[config.mk]
export PLATFORM = sky130hd
export DESIGN_NAME = execute_stage_flat
export DESIGN_NICKNAME = d
export VERILOG_FILES = /design/src/rtl/execute_stage_pkg.sv /design/src/rtl/execute_stage_if.sv /design/src/rtl/execute_stage_divider.sv /design/src/rtl/execute_stage.sv /design/src/flat_wrapper.sv
export SDC_FILE = /design/constraint.sdc
export NUM_CORES = 1
export LEC_CHECK = 0
export CAP_MARGIN = 5
export CORE_MARGIN = 5
export CORE_UTILIZATION = 35
export DETAILED_ROUTE_END_ITERATION = 8
export GPL_ROUTABILITY_DRIVEN = 0
export PLACE_DENSITY = 0.55
export SETUP_SLACK_MARGIN = 0.02
export SKIP_CTS_REPAIR_TIMING = 1
export SLEW_MARGIN = 25
export SYNTH_ARGS = -nofsm -noshare
export SYNTH_HDL_FRONTEND = slang
export SYNTH_SLANG_ARGS = --single-unit
[constraint.sdc]
create_clock -name clock -period 16.9 [get_ports clock]
set_input_delay 2.535 -clock clock [delete_from_list [all_inputs] [get_ports clock]]
set_output_delay 2.535 -clock clock [all_outputs]
set_load 0.1 [all_outputs]
[src/rtl/execute_stage_pkg.sv]
// Shared encodings for the execute stage: bus widths, enable levels,
// ALU operator/category codes and the divider FSM state type.
package execute_stage_pkg;

  localparam int REGS_DATA_W    = 32;
  localparam int REGS_ADDR_W    = 5;
  localparam int ALU_OPERATOR_W = 8;
  localparam int ALU_CATEGORY_W = 3;

  localparam logic ENABLE  = 1'b1;
  localparam logic DISABLE = 1'b0;

  // ALU categories
  localparam logic [ALU_CATEGORY_W-1:0] CAT_NOP   = 3'd0;
  localparam logic [ALU_CATEGORY_W-1:0] CAT_LOGIC = 3'd1;
  localparam logic [ALU_CATEGORY_W-1:0] CAT_SHIFT = 3'd2;
  localparam logic [ALU_CATEGORY_W-1:0] CAT_ARITH = 3'd3;
  localparam logic [ALU_CATEGORY_W-1:0] CAT_DIV   = 3'd4;

  // ALU operators
  localparam logic [ALU_OPERATOR_W-1:0] OP_NOP  = 8'h00;
  localparam logic [ALU_OPERATOR_W-1:0] OP_AND  = 8'h24;
  localparam logic [ALU_OPERATOR_W-1:0] OP_OR   = 8'h25;
  localparam logic [ALU_OPERATOR_W-1:0] OP_XOR  = 8'h26;
  localparam logic [ALU_OPERATOR_W-1:0] OP_NOR  = 8'h27;
  localparam logic [ALU_OPERATOR_W-1:0] OP_SLL  = 8'h7C;
  localparam logic [ALU_OPERATOR_W-1:0] OP_SRL  = 8'h02;
  localparam logic [ALU_OPERATOR_W-1:0] OP_SRA  = 8'h03;
  localparam logic [ALU_OPERATOR_W-1:0] OP_ADDU = 8'h21;
  localparam logic [ALU_OPERATOR_W-1:0] OP_SUBU = 8'h23;
  localparam logic [ALU_OPERATOR_W-1:0] OP_SLT  = 8'h2A;
  localparam logic [ALU_OPERATOR_W-1:0] OP_SLTU = 8'h2B;
  localparam logic [ALU_OPERATOR_W-1:0] OP_DIV  = 8'h1A;
  localparam logic [ALU_OPERATOR_W-1:0] OP_DIVU = 8'h1B;

  typedef enum logic [1:0] {
    DIV_IDLE = 2'd0,
    DIV_BUSY = 2'd1,
    DIV_DONE = 2'd2
  } div_state_t;

endpackage

[src/rtl/execute_stage_if.sv]
// ID/EX -> EX -> EX/MEM signal bundle for the execute stage.
//   master: upstream side, drives the ex_* request and annul, sees results.
//   slave : the execute stage, consumes ex_* and drives mem_* and stall_request.
interface execute_stage_if;
  import execute_stage_pkg::*;

  logic                      annul;
  logic [ALU_OPERATOR_W-1:0] ex_operator;
  logic [ALU_CATEGORY_W-1:0] ex_category;
  logic [REGS_DATA_W-1:0]    ex_operand1;
  logic [REGS_DATA_W-1:0]    ex_operand2;
  logic [REGS_ADDR_W-1:0]    ex_write_addr;
  logic                      ex_write_enable;

  logic [REGS_ADDR_W-1:0]    mem_write_addr;
  logic                      mem_write_enable;
  logic [REGS_DATA_W-1:0]    mem_write_data;
  logic                      mem_hilo_write_enable;
  logic [REGS_DATA_W-1:0]    mem_hi;
  logic [REGS_DATA_W-1:0]    mem_lo;
  logic                      stall_request;

  modport master (
    output annul, ex_operator, ex_category, ex_operand1, ex_operand2,
           ex_write_addr, ex_write_enable,
    input  mem_write_addr, mem_write_enable, mem_write_data,
           mem_hilo_write_enable, mem_hi, mem_lo, stall_request
  );

  modport slave (
    input  annul, ex_operator, ex_category, ex_operand1, ex_operand2,
           ex_write_addr, ex_write_enable,
    output mem_write_addr, mem_write_enable, mem_write_data,
           mem_hilo_write_enable, mem_hi, mem_lo, stall_request
  );
endinterface

[src/rtl/execute_stage_divider.sv]
// Multi-cycle restoring divider (signed/unsigned), one quotient bit per cycle.
// Ports:
//   clock, reset         - clock, async active-high reset
//   start, signed_div    - request a divide this cycle (sampled only in IDLE)
//   dividend, divisor    - operands, held stable by upstream while stalled
//   annul                - abort any divide, back to IDLE on next edge
//   done                 - registered one-cycle pulse in DONE
//   stall                - high in the accept cycle and all BUSY cycles
//   quotient, remainder  - registered results, valid while done is high
module divider
  import execute_stage_pkg::*;
#(
  parameter int DATA_WIDTH = 32
) (
  input  logic                  clock,
  input  logic                  reset,
  input  logic                  start,
  input  logic                  signed_div,
  input  logic [DATA_WIDTH-1:0] dividend,
  input  logic [DATA_WIDTH-1:0] divisor,
  input  logic                  annul,
  output logic                  done,
  output logic                  stall,
  output logic [DATA_WIDTH-1:0] quotient,
  output logic [DATA_WIDTH-1:0] remainder
);

  localparam int CW = $clog2(DATA_WIDTH);

  div_state_t            state;
  logic [DATA_WIDTH-1:0] dvd;   // magnitude of dividend; quotient bits shift in at the LSB
  logic [DATA_WIDTH-1:0] dvs;
  logic [DATA_WIDTH-1:0] rem;
  logic                  neg_q;
  logic                  neg_r;
  logic [CW-1:0]         count;

  logic [DATA_WIDTH:0]   partial;
  logic [DATA_WIDTH+1:0] diff;
  logic                  q_bit;
  logic [DATA_WIDTH-1:0] rem_next;
  logic [DATA_WIDTH-1:0] quo_next;

  // Restoring step: the partial remainder is always below the divisor, so the
  // trial subtraction result fits in DATA_WIDTH bits whenever it does not borrow.
  always_comb begin
    partial  = {rem, dvd[DATA_WIDTH-1]};
    diff     = {1'b0, partial} - {2'b00, dvs};
    q_bit    = ~diff[DATA_WIDTH+1];
    rem_next = q_bit ? diff[DATA_WIDTH-1:0] : partial[DATA_WIDTH-1:0];
    quo_next = {dvd[DATA_WIDTH-2:0], q_bit};
  end

  assign stall = ((state == DIV_IDLE) && start) || (state == DIV_BUSY);

  always_ff @(posedge clock or posedge reset) begin
    if (reset) begin
      state     <= DIV_IDLE;
      dvd       <= '0;
      dvs       <= '0;
      rem       <= '0;
      neg_q     <= 1'b0;
      neg_r     <= 1'b0;
      count     <= '0;
      done      <= 1'b0;
      quotient  <= '0;
      remainder <= '0;
    end else if (annul) begin
      state <= DIV_IDLE;
      count <= '0;
      done  <= 1'b0;
    end else begin
      case (state)
        DIV_IDLE: begin
          done <= 1'b0;
          if (start) begin
            if (divisor == '0) begin
              quotient  <= '0;
              remainder <= '0;
              done      <= 1'b1;
              state     <= DIV_DONE;
            end else begin
              dvd   <= (signed_div && dividend[DATA_WIDTH-1]) ? -dividend : dividend;
              dvs   <= (signed_div && divisor[DATA_WIDTH-1])  ? -divisor  : divisor;
              rem   <= '0;
              neg_q <= signed_div && (dividend[DATA_WIDTH-1] ^ divisor[DATA_WIDTH-1]);
              neg_r <= signed_div && dividend[DATA_WIDTH-1];
              count <= '0;
              state <= DIV_BUSY;
            end
          end
        end
        DIV_BUSY: begin
          dvd   <= quo_next;
          rem   <= rem_next;
          count <= count + 1'b1;
          if (count == CW'(DATA_WIDTH - 1)) begin
            quotient  <= neg_q ? -quo_next : quo_next;
            remainder <= neg_r ? -rem_next : rem_next;
            done      <= 1'b1;
            state     <= DIV_DONE;
          end
        end
        DIV_DONE: begin
          done  <= 1'b0;
          state <= DIV_IDLE;
        end
        default: state <= DIV_IDLE;
      endcase
    end
  end

endmodule

[src/rtl/execute_stage.sv]
// Execute stage: zero-latency LOGIC/SHIFT/ARITH ALU plus a multi-cycle divider
// that writes HI/LO and stalls upstream while it runs.
// Ports:
//   clock, reset - clock, async active-high reset (all outputs forced to 0)
//   bus          - execute_stage_if.slave: ex_* request in, mem_* results and
//                  stall_request out, annul (flush) in
module execute_stage
  import execute_stage_pkg::*;
#(
  parameter int DATA_WIDTH = 32
) (
  input  logic            clock,
  input  logic            reset,
  execute_stage_if.slave  bus
);

  logic [DATA_WIDTH-1:0] alu_result;
  logic [4:0]            shamt;
  logic                  div_start;
  logic                  div_done;
  logic                  div_stall;
  logic [DATA_WIDTH-1:0] div_quotient;
  logic [DATA_WIDTH-1:0] div_remainder;
  logic                  hilo_we;

  assign shamt = bus.ex_operand1[4:0];

  always_comb begin
    alu_result = '0;
    case (bus.ex_category)
      CAT_LOGIC: begin
        case (bus.ex_operator)
          OP_AND:  alu_result = bus.ex_operand1 & bus.ex_operand2;
          OP_OR:   alu_result = bus.ex_operand1 | bus.ex_operand2;
          OP_XOR:  alu_result = bus.ex_operand1 ^ bus.ex_operand2;
          OP_NOR:  alu_result = ~(bus.ex_operand1 | bus.ex_operand2);
          default: alu_result = '0;
        endcase
      end
      CAT_SHIFT: begin
        case (bus.ex_operator)
          OP_SLL:  alu_result = bus.ex_operand2 << shamt;
          OP_SRL:  alu_result = bus.ex_operand2 >> shamt;
          OP_SRA:  alu_result = $signed(bus.ex_operand2) >>> shamt;
          default: alu_result = '0;
        endcase
      end
      CAT_ARITH: begin
        case (bus.ex_operator)
          OP_ADDU: alu_result = bus.ex_operand1 + bus.ex_operand2;
          OP_SUBU: alu_result = bus.ex_operand1 - bus.ex_operand2;
          OP_SLT:  alu_result = {{(DATA_WIDTH-1){1'b0}},
                                 $signed(bus.ex_operand1) < $signed(bus.ex_operand2)};
          OP_SLTU: alu_result = {{(DATA_WIDTH-1){1'b0}},
                                 bus.ex_operand1 < bus.ex_operand2};
          default: alu_result = '0;
        endcase
      end
      default: alu_result = '0;
    endcase
  end

  assign div_start = (bus.ex_category == CAT_DIV) &&
                     ((bus.ex_operator == OP_DIV) || (bus.ex_operator == OP_DIVU));

  divider #(.DATA_WIDTH(DATA_WIDTH)) u_divider (
    .clock      (clock),
    .reset      (reset),
    .start      (div_start),
    .signed_div (bus.ex_operator == OP_DIV),
    .dividend   (bus.ex_operand1),
    .divisor    (bus.ex_operand2),
    .annul      (bus.annul),
    .done       (div_done),
    .stall      (div_stall),
    .quotient   (div_quotient),
    .remainder  (div_remainder)
  );

  // Reset and annul gate the outputs combinationally so their effect is seen
  // in the same cycle rather than after the next edge.
  assign hilo_we = !reset && !bus.annul && div_done;

  assign bus.mem_write_addr        = reset ? '0 : bus.ex_write_addr;
  assign bus.mem_write_enable      = !reset && !bus.annul &&
                                     (bus.ex_category != CAT_DIV) && bus.ex_write_enable;
  assign bus.mem_write_data        = reset ? '0 : alu_result;
  assign bus.mem_hilo_write_enable = hilo_we;
  assign bus.mem_hi                = hilo_we ? div_remainder : '0;
  assign bus.mem_lo                = hilo_we ? div_quotient  : '0;
  assign bus.stall_request         = !reset && !bus.annul && div_stall;

endmodule

[src/flat_wrapper.sv]
// flat-port wrapper written by rule: the top's interface ports become plain ports
module execute_stage_flat import execute_stage_pkg::*;
#(
  parameter int DATA_WIDTH = 32
)
  (clock, reset, bus_annul, bus_ex_operator, bus_ex_category, bus_ex_operand1, bus_ex_operand2, bus_ex_write_addr, bus_ex_write_enable, bus_mem_write_addr, bus_mem_write_enable, bus_mem_write_data, bus_mem_hilo_write_enable, bus_mem_hi, bus_mem_lo, bus_stall_request);
  execute_stage_if bus_i ();
  input  logic clock;
  input  logic reset;
  input wire logic [$bits(bus_i.annul)-1:0] bus_annul;
  input wire logic [$bits(bus_i.ex_operator)-1:0] bus_ex_operator;
  input wire logic [$bits(bus_i.ex_category)-1:0] bus_ex_category;
  input wire logic [$bits(bus_i.ex_operand1)-1:0] bus_ex_operand1;
  input wire logic [$bits(bus_i.ex_operand2)-1:0] bus_ex_operand2;
  input wire logic [$bits(bus_i.ex_write_addr)-1:0] bus_ex_write_addr;
  input wire logic [$bits(bus_i.ex_write_enable)-1:0] bus_ex_write_enable;
  output wire logic [$bits(bus_i.mem_write_addr)-1:0] bus_mem_write_addr;
  output wire logic [$bits(bus_i.mem_write_enable)-1:0] bus_mem_write_enable;
  output wire logic [$bits(bus_i.mem_write_data)-1:0] bus_mem_write_data;
  output wire logic [$bits(bus_i.mem_hilo_write_enable)-1:0] bus_mem_hilo_write_enable;
  output wire logic [$bits(bus_i.mem_hi)-1:0] bus_mem_hi;
  output wire logic [$bits(bus_i.mem_lo)-1:0] bus_mem_lo;
  output wire logic [$bits(bus_i.stall_request)-1:0] bus_stall_request;
  assign bus_i.annul = bus_annul;
  assign bus_i.ex_operator = bus_ex_operator;
  assign bus_i.ex_category = bus_ex_category;
  assign bus_i.ex_operand1 = bus_ex_operand1;
  assign bus_i.ex_operand2 = bus_ex_operand2;
  assign bus_i.ex_write_addr = bus_ex_write_addr;
  assign bus_i.ex_write_enable = bus_ex_write_enable;
  assign bus_mem_write_addr = bus_i.mem_write_addr;
  assign bus_mem_write_enable = bus_i.mem_write_enable;
  assign bus_mem_write_data = bus_i.mem_write_data;
  assign bus_mem_hilo_write_enable = bus_i.mem_hilo_write_enable;
  assign bus_mem_hi = bus_i.mem_hi;
  assign bus_mem_lo = bus_i.mem_lo;
  assign bus_stall_request = bus_i.stall_request;
  execute_stage #(.DATA_WIDTH(DATA_WIDTH)) u_core (.clock(clock), .reset(reset), .bus(bus_i));
endmodule
Run 1, signal metal coverage by tile:
Drawn at 1.5 px/um. The die is cut into 26 by 26 equal tiles; black is low, pale yellow is high, scaled to the fullest tile. Values are wire area over tile area, all layers added.
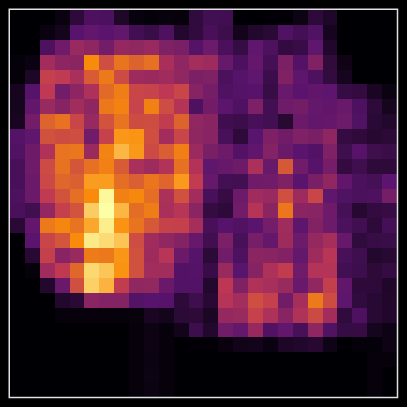
The emptiest ninth of the die: lower left. The fullest tile reaches 0.82. 19% of the tiles are over half the peak.
overall global routing resource usage: 0.249
Routed WL: 87300 um
post-DR wirelength/cell: 22.8 um
number of vias in the routed layout: 23300

Run 1, met3 routing:
Drawn at 2 px/um.
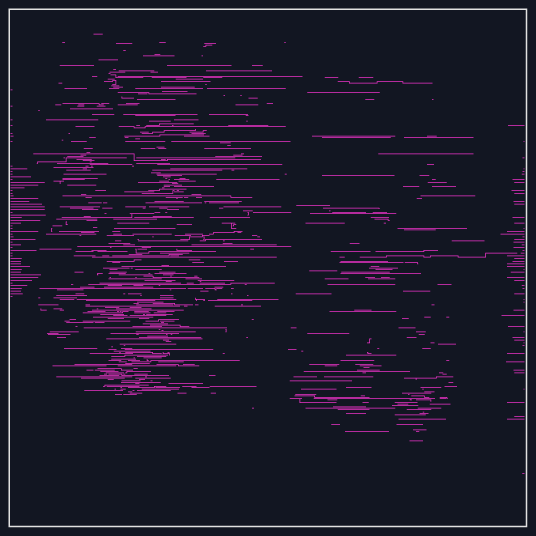
The layer holds 9.2% of the routed length. The layer carries 8060 um of wire. The wires run mostly horizontal. The longest straight run is 107 um.
GR Util met3: 0.0484

Run 1, cell sizes after repair:
Drawn at 2 px/um.
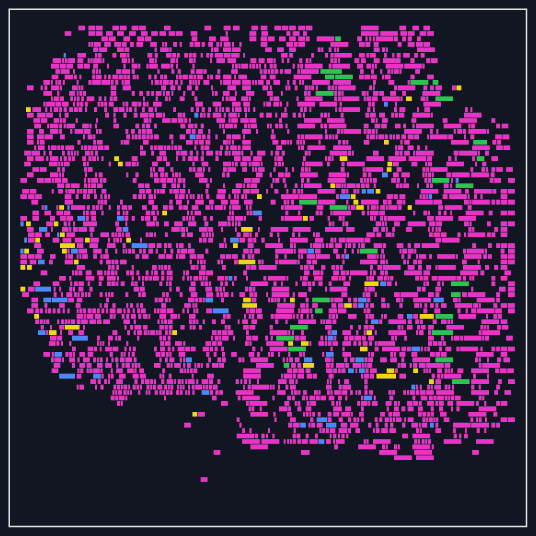
Magenta is x1 and smaller, cells 2909, share 95%, most used nand2_1. Blue is x2, cells 61, share 2.0%, most used mux2_2. Green is x6 and larger, cells 27, share 0.88%, most used clkbuf_16. Yellow is x3 and x4, cells 55, share 1.8%, most used buf_4.

Run 1, clock nets:
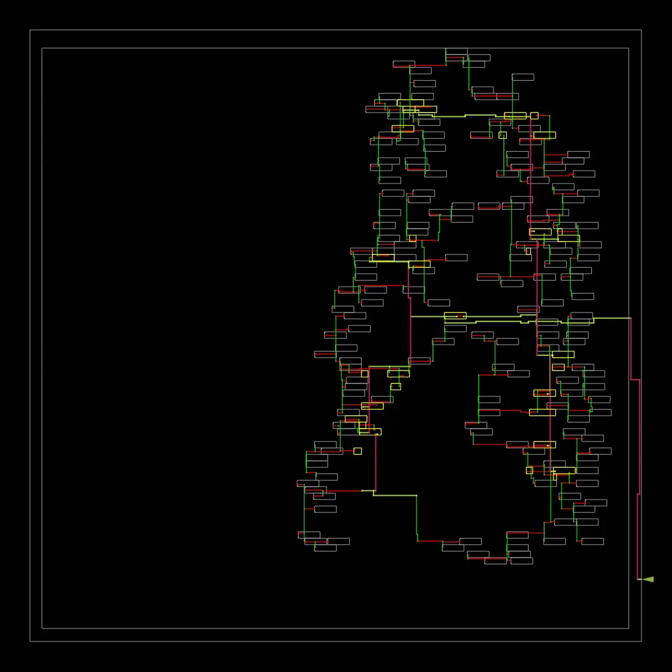
clock latency reported for the late side of the worst-skew pair: 450 ps
clk pwr: 403 uW
Clock buffer cells: 20
number of clock sinks: 170

==> run summary, run 1 <==
Purpose: to document the outcome of synthesis and place and route.

Logic synthesis
The chip area line in the Yosys stat output reads 21500 um2. A synthesized cell averages 7.11 um2. The total of warnings raised by yosys is 0. The sequential fraction of the synthesis area is 0.198. Looking at the cell usage after synthesis, the top flip-flop cell is sky130_fd_sc_hd__dfrtp_1. Counting every net in the synthesized netlist gives 3249.

Of the post-synthesis cell area, the dominant cell type holds 0.198. The number of cells produced by synthesis is 3023. The leading cell type by number of instances after synthesis is sky130_fd_sc_hd__nand2_1. The area of the mapped netlist is 21500 um2. Counting instances in the post-synthesis netlist gives the leading cell types as 359 x sky130_fd_sc_hd__nand2_1, 341 x sky130_fd_sc_hd__o21ai_0, 263 x sky130_fd_sc_hd__nor2_1. The cell type that accounts for the most area after synthesis is sky130_fd_sc_hd__dfrtp_1. The count of library flops with an enable pin is 0. The synthesized netlist contains 110 unique library cells. The fraction of registers with async set/reset is 1.00. By area the synthesized netlist is led by sky130_fd_sc_hd__dfrtp_1 20%, sky130_fd_sc_hd__ha_1 8.1%, sky130_fd_sc_hd__o21ai_0 7.9%, sky130_fd_sc_hd__nand2_1 6.3%, sky130_fd_sc_hd__mux2i_1 6.0%.

The cell count listed in synth_stat.txt is 3023.

STA
The upper clock frequency limit is 86.9 MHz. Setup repair after global routing left no endpoint under its margin. Across the routed clock network, the largest skew measured is 14.1 ps. The final worst setup slack is 5400 ps. The final report lists the setup-violating endpoint count as 0. The final critical path time including I/O delays and setup is 11500 ps. Post-route period utilization is reported as 0.681.

The final hold violation count recorded for this run is 0. The final max-slew violation count recorded for this run is 0. The final setup TNS is 0 ps.

CTS
In this run the number of H-tree levels came out at 4. Counting the buffers created by CTS gives 17. The timing report gives the clock slew at the launch and capture registers of the worst setup and hold paths as 60 ps. The TritonCTS clock tree is done. The tree is rooted in a sky130_fd_sc_hd__clkbuf_16.

The clock passes through at most 2 buffers.

Critical path
The capturing element of the worst setup path is bus_mem_write_data[31]. The timing startpoint of the critical path is bus_ex_operand1[2]. The capture instance of the worst register-to-register path is u_core.u_divider.remainder[30]$_DFFE_PP0P_. For this design, the slowest cell found on the critical path is sky130_fd_sc_hd__clkdlybuf4s50_1.

The category of the worst setup path launch point is an input pin. The register-to-register path setup slack is 10710 ps. The maximum fanout along the worst path is 64. The delay of the slowest cell on the worst path is 1210 ps.

The cell sequence reported for the critical path is buf_2 -> buf_4 -> clkinv_1 -> buf_4 -> ha_1 -> a21oi_1 -> o211ai_1 -> nand4bb_1 -> a21oi_1 -> o41a_1 -> a41o_1 -> a221oi_1 -> or4_1 -> a211o_1 -> a21oi_1 -> clkdlybuf4s50_1. The worst setup path is captured at a primary output. For the worst setup path, the data required time is 14370 ps. The most numerous cell on the critical path is sky130_fd_sc_hd__a21oi_1. The data arrival time of the critical path is 8970 ps.

The start-to-end type of the worst setup path is input pin to primary output.

Place
The total of buffers placed on input and output ports is 187. Setup slack on the worst path after placement came out at 5590 ps. Detailed placement finished with a half-perimeter wire length of 68200 um.

Layout
In this run the layout overhead on the synthesized area is reported as 13.2%. The final report gives the core utilization as 0.402. The number of diodes is 0. The fraction of final layout cells with drive strength greater than 1 is 0.0469. Per the cell usage report, the commonest logic cell in the layout is sky130_fd_sc_hd__nand2_1. By instance count after routing, the leading logic cell types are 359 x sky130_fd_sc_hd__nand2_1, 341 x sky130_fd_sc_hd__o21ai_0, 262 x sky130_fd_sc_hd__nor2_1, 251 x sky130_fd_sc_hd__a21oi_1, 180 x sky130_fd_sc_hd__clkdlybuf4s50_1.

Power
Power attributed to sequential cells is 713 uW. The share of total power dissipated in the clock network is 0.133. In the power breakdown, the internal column shows 1.46 mW. The switching share of total power is 0.519. The share of total power dissipated in combinational logic is 0.632. The power dissipated by switching net loads is 1.57 mW. The combinational cell power is 1.92 mW. The largest share of the power goes to combinational logic. Looking at the VDD voltage map, the peak drop is 0.0000885 V. Of the total power, registers draw 0.235.

Floorplanning
From bottom edge to top edge, the die measures 258 um. For this design the top-level I/O count stands at 188. The floorplan die width is 258 um. The floorplan step defined a die boundary enclosing 66500 um2. The share of the core area taken by cells at floorplan is 0.355.

Route
The post-route DRC violation count is 0. The detailed-routing iteration count for the pre-antenna-repair pass is 9. Once detail routing completed, the nets flagged for antenna violations numbered 0.

After detailed routing, the number of vias per cell comes to 6.07. The DRC marker count from the first detailed-route iteration is 2747.

Worst hold path
In the hold report, the worst path ends at u_core.u_divider.quotient[24]$_DFFE_PP0P_. The worst hold path belongs to the class flip-flop to flip-flop.

Global route
The initial antenna violation count is 1. The first global-routing pass estimated 132000 um of wire. The global route total overflow is 0. The maximum number of pins on one net before global-route repair is 102.

Status
The flow ran to the end, and the final reports show no timing, DRC or antenna violations.

Run
The max capacitance violation total is 0.
[run 1: critical path, delay by kind of cell]
family,cells,cell delay [ps]
fa+ha+maj,1,430
simple gates,2,730
buf+inv,5,3190
compound gates,8,2030
[run 1: final cells by class]
type	instances	area, um2
timing repair buffer	217	2090
clock inverter	12	138
tap	782	978
inverter	180	683
fill	6324	36200
multi-input combinational	2453	15800
sequential	170	4250
clock buffer	20	457
[run 1: sequential cells by signal, indices dropped and copies added (netlist names), 2 cells and up]
signal and flops:
u_core.u_divider.state 2, u_core.u_divider.quotient 32, u_core.u_divider.dvd 32, u_core.u_divider.remainder 32
u_core.u_divider.dvs 32, u_core.u_divider.count 5, u_core.u_divider.rem 32
[run 1: logic make-up (layout without fill, tap and decap cells)]
kind of cell | after synthesis | in the layout | share of synthesized area
adders and majority gates | 142 | 142 | 0.0837
AOI/OAI and AO/OA | 1003 | 1003 | 0.289
muxes | 143 | 143 | 0.0706
xor gates and xnor gates | 150 | 150 | 0.0611
DFF | 170 | 170 | 0.198
buffers and inverters | 400 | 429 | 0.0725
and+or+nand+nor | 1015 | 1015 | 0.225
[run 1: routing by layer]
metal / vias up / part of all wire / global-route usage
met5: - / 0 / 0
met4: 0 / 0.054 / 0.114
met3: 197 / 0.092 / 0.0484
met2: 1197 / 0.43 / 0.380
met1: 11000 / 0.43 / 0.341
li1: 10900 / - / -
[run 1: through the flow]
step	total power [mW]	instances	hold slack [ps]	area, um2
2_1_floorplan	2.08	3023	440	21500
3_3_place_gp	2.56	3801	455	23700
3_5_place_dp	2.59	3801	461	23700
4_1_cts	3.01	3833	477	24300
5_1_grt	3.26	3834	490	24300
6_report	3.04	3834	470	24300
==> run 2, diff against run 1 <==
PLACE_DENSITY = 0.57   (was 0.55)
clock period = 10.3 ns   (was 16.9 ns; I/O delays follow)
Run 2, cell sizes after repair:
Drawn at 2 px/um.
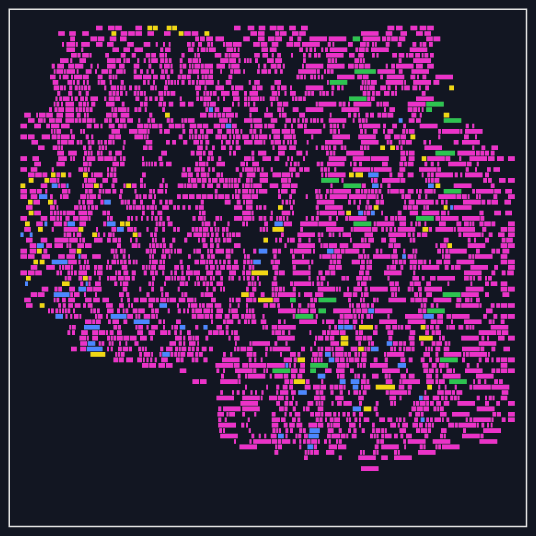
Blue is x2, cells 63, share 2.1%, most used mux2_2. Magenta is x1 and smaller, cells 2897, share 95%, most used nand2_1. Yellow is x3 and x4, cells 66, share 2.2%, most used buf_4. Green is x6 and larger, cells 24, share 0.79%, most used clkbuf_16.

==> run 2 against run 1 <==
Core utilization fell by 0.14 points; critical endpoint is now bus_mem_write_data[0]; register-to-register slack got worse by 6800 ps; routed wire length fell by 0.75%; die area did not move; critical path type unchanged; count of clock-buffer cells in the layout fell by 1.
==> run summary, run 2 <==
Purpose: to document the outcome of synthesis and place and route.

Status
Result of the run: complete, no violations (unchanged).

Logic synthesis
The number of different library cells in the post-synthesis netlist came to 110 (unchanged). The number of cells produced by synthesis is 3023 (unchanged). The area fraction in mux cells is 0.0706 (unchanged). The AND-OR/OR-AND share of the synthesized area is 0.289 (unchanged). The mean post-synth cell area is 7.11 um2 (unchanged). The area of the synthesized netlist per yosys stat is 21500 um2 (unchanged). The total of warnings raised by yosys is 0 (unchanged). Top cells by instance count after synthesis: 359 x sky130_fd_sc_hd__nand2_1, 341 x sky130_fd_sc_hd__o21ai_0, 263 x sky130_fd_sc_hd__nor2_1 (unchanged). The count of library flops with an enable pin is 0 (unchanged). The area of the mapped netlist is 21500 um2 (unchanged). The fraction of registers with async set/reset is 1.00 (unchanged). The synthesized-area fraction occupied by adder cells came to 0.0837 (unchanged).

The combinational family with the most area after synthesis was AND-OR/OR-AND gates (unchanged). The xor-xnor portion of the synthesized cell area is 0.0611 (unchanged). The area fraction in and, or, nand and nor cells was 0.225 (unchanged). The leading cell type by number of instances after synthesis is sky130_fd_sc_hd__nand2_1 (unchanged).

Power
The post-layout total power is 4.97 mW (was 3.04 mW). The clock distribution power came to 622 uW (was 403 uW). The combinational cell power is 3.18 mW (was 1.92 mW). The total sequential power was 1.17 mW (was 713 uW). The part of the total power dissipated in combinational logic is 0.640 (was 0.632). The worst IR drop on VDD is 0.000152 V (was 0.0000885 V). The relative contribution of sequential cells to total power is 0.235 (about the same). The share of total power in the clock network came to 0.125 (was 0.133).

Layout
The fraction of final layout cells with drive strength greater than 1 is 0.0502 (was 0.0469). The multi-input combinational cell area is 15700 um2 (was 15800 um2). The finished layout cell area came to 24300 um2 (about the same). The most used logic cell in the final layout was sky130_fd_sc_hd__nand2_1 (unchanged). The number of filler instances in the final layout came to 6370 (was 6324). Most common logic cells in the final layout: 359 x sky130_fd_sc_hd__nand2_1, 341 x sky130_fd_sc_hd__o21ai_0, 262 x sky130_fd_sc_hd__nor2_1, 251 x sky130_fd_sc_hd__a21oi_1, 172 x sky130_fd_sc_hd__inv_1 (was 359 x sky130_fd_sc_hd__nand2_1, 341 x sky130_fd_sc_hd__o21ai_0, 262 x sky130_fd_sc_hd__nor2_1, 251 x sky130_fd_sc_hd__a21oi_1, 180 x sky130_fd_sc_hd__clkdlybuf4s50_1).

CTS
The TritonCTS clock tree is done (unchanged). The number of H-tree levels is 4 (unchanged). The clock tree root buffer cell is sky130_fd_sc_hd__clkbuf_16 (unchanged). The maximum root-to-sink buffer count is 2 (unchanged).

The clock transition at the register clock pins on the worst setup and hold paths after CTS is 60 ps (about the same). The clock net sink count came to 170 (unchanged). The source-to-sink clock delay at the later pin of the worst-skew pair is 450 ps (about the same).

The CTS buffer count was 17 (unchanged).

Floorplanning
The initial cell density of the core came to 0.355 (unchanged). The die height is 258 um (unchanged). The area of the die is 66500 um2 (unchanged). The floorplan die width is 258 um (unchanged).

Critical path
The kind of end point of the critical path is a primary output (unchanged). The worst-path cell with the longest stage delay is sky130_fd_sc_hd__a2111oi_0 (was sky130_fd_sc_hd__clkdlybuf4s50_1). The maximum fanout along the worst path is 96 (was 64).

The worst path required time came to 8760 ps (was 14370 ps). The worst path buffer plus inverter count is 4 (was 5).

STA
The worst hold-check slack came to 468 ps (was 470 ps). The final tally of setup violations is 0 (unchanged). The final worst setup slack is 1890 ps (was 5400 ps).

Post-route period utilization is reported as 0.816. Per the timing report, the achievable frequency comes out to 119 MHz. The final setup TNS came to 0 ps (unchanged). The final critical path time including I/O delays and setup is 8410 ps.

Route
The DRC marker count from the first detailed-route iteration is 2988 (was 2747). The post-route DRC violation count is 0 (unchanged). The via count normalized by instance count is 6.12 (was 6.07).

The detailed-routing iteration count for the pre-antenna-repair pass is 6 (was 9). The via count came to 23500 (was 23300). The wire length per cell came to 22.6 um (was 22.8 um). The final wirelength came to 86700 um (was 87300 um).

Place
The total instance count after detailed placement is 3800 (was 3801). The pre-CTS setup slack is 2110 ps (was 5590 ps). The placed standard-cell area is 23700 um2 (about the same). The half-perimeter wire length after placement is 67600 um (was 68200 um).

The total of buffers placed on input and output ports is 187 (unchanged).

Worst hold path
The type of the most critical hold path is flip-flop to flip-flop (unchanged).

Global route
The global route total overflow is 0 (unchanged). The initial antenna violation count was 3 (was 1).
## run 2: cell count changes in the layout (fill, tap and decap cells not counted), moves of 2 or more
cell,change
sky130_fd_sc_hd__clkdlybuf4s50_1,-13
sky130_fd_sc_hd__diode_2,+3
sky130_fd_sc_hd__clkbuf_8,-2
sky130_fd_sc_hd__buf_4,+13
## run 2: area by class of cell
type,instances,share of cell area
multi-input cells,2453,0.649
flip-flops and latches,170,0.175
repair buffers,216,0.0845
well taps,782,0.0403
inverters,180,0.0283
clock buffers,19,0.0178
clock inverters,12,0.00485
diodes,3,0.000309
## run 2: path summary, 6_finish.rpt
check / start / endpoint / slack (ps) / depth (start not counted)
setup / recovery: bus_ex_operand1[0] / bus_mem_write_data[0] / 1890 / 17
hold / removal: u_core.u_divider.quotient[0]$_DFFE_PP0P_ / u_core.u_divider.quotient[0]$_DFFE_PP0P_ / 470 / 2
setup reg to reg: u_core.u_divider.rem[7]$_DFFE_PP0P_ / u_core.u_divider.remainder[30]$_DFFE_PP0P_ / 3870 / 18
hold reg to reg: u_core.u_divider.quotient[0]$_DFFE_PP0P_ / u_core.u_divider.quotient[0]$_DFFE_PP0P_ / 470 / 2
max in group asynchronous: reset / u_core.u_divider.remainder[10]$_DFFE_PP0P_ / 6640 / 3
min in group asynchronous: reset / u_core.u_divider.dvd[16]$_DFFE_PP0P_ / 2260 / 2
## run 2: kinds of logic after synthesis
kind of cell | count (synthesis)
fa+ha+maj | 142
flops | 170
buf+inv | 400
compound gates | 1003
xor+xnor | 150
simple gates | 1015
mux | 143
## run 2: routing by layer
metal,routed length [um],track usage,up-vias
met4,5040,0.122,0
li1,-,-,10900
met3,8320,0.0518,212
met2,36400,0.376,1279
met5,0,0,-
met1,37000,0.337,11100
Power figures rest on the tool's default switching activity, not on a simulated workload.
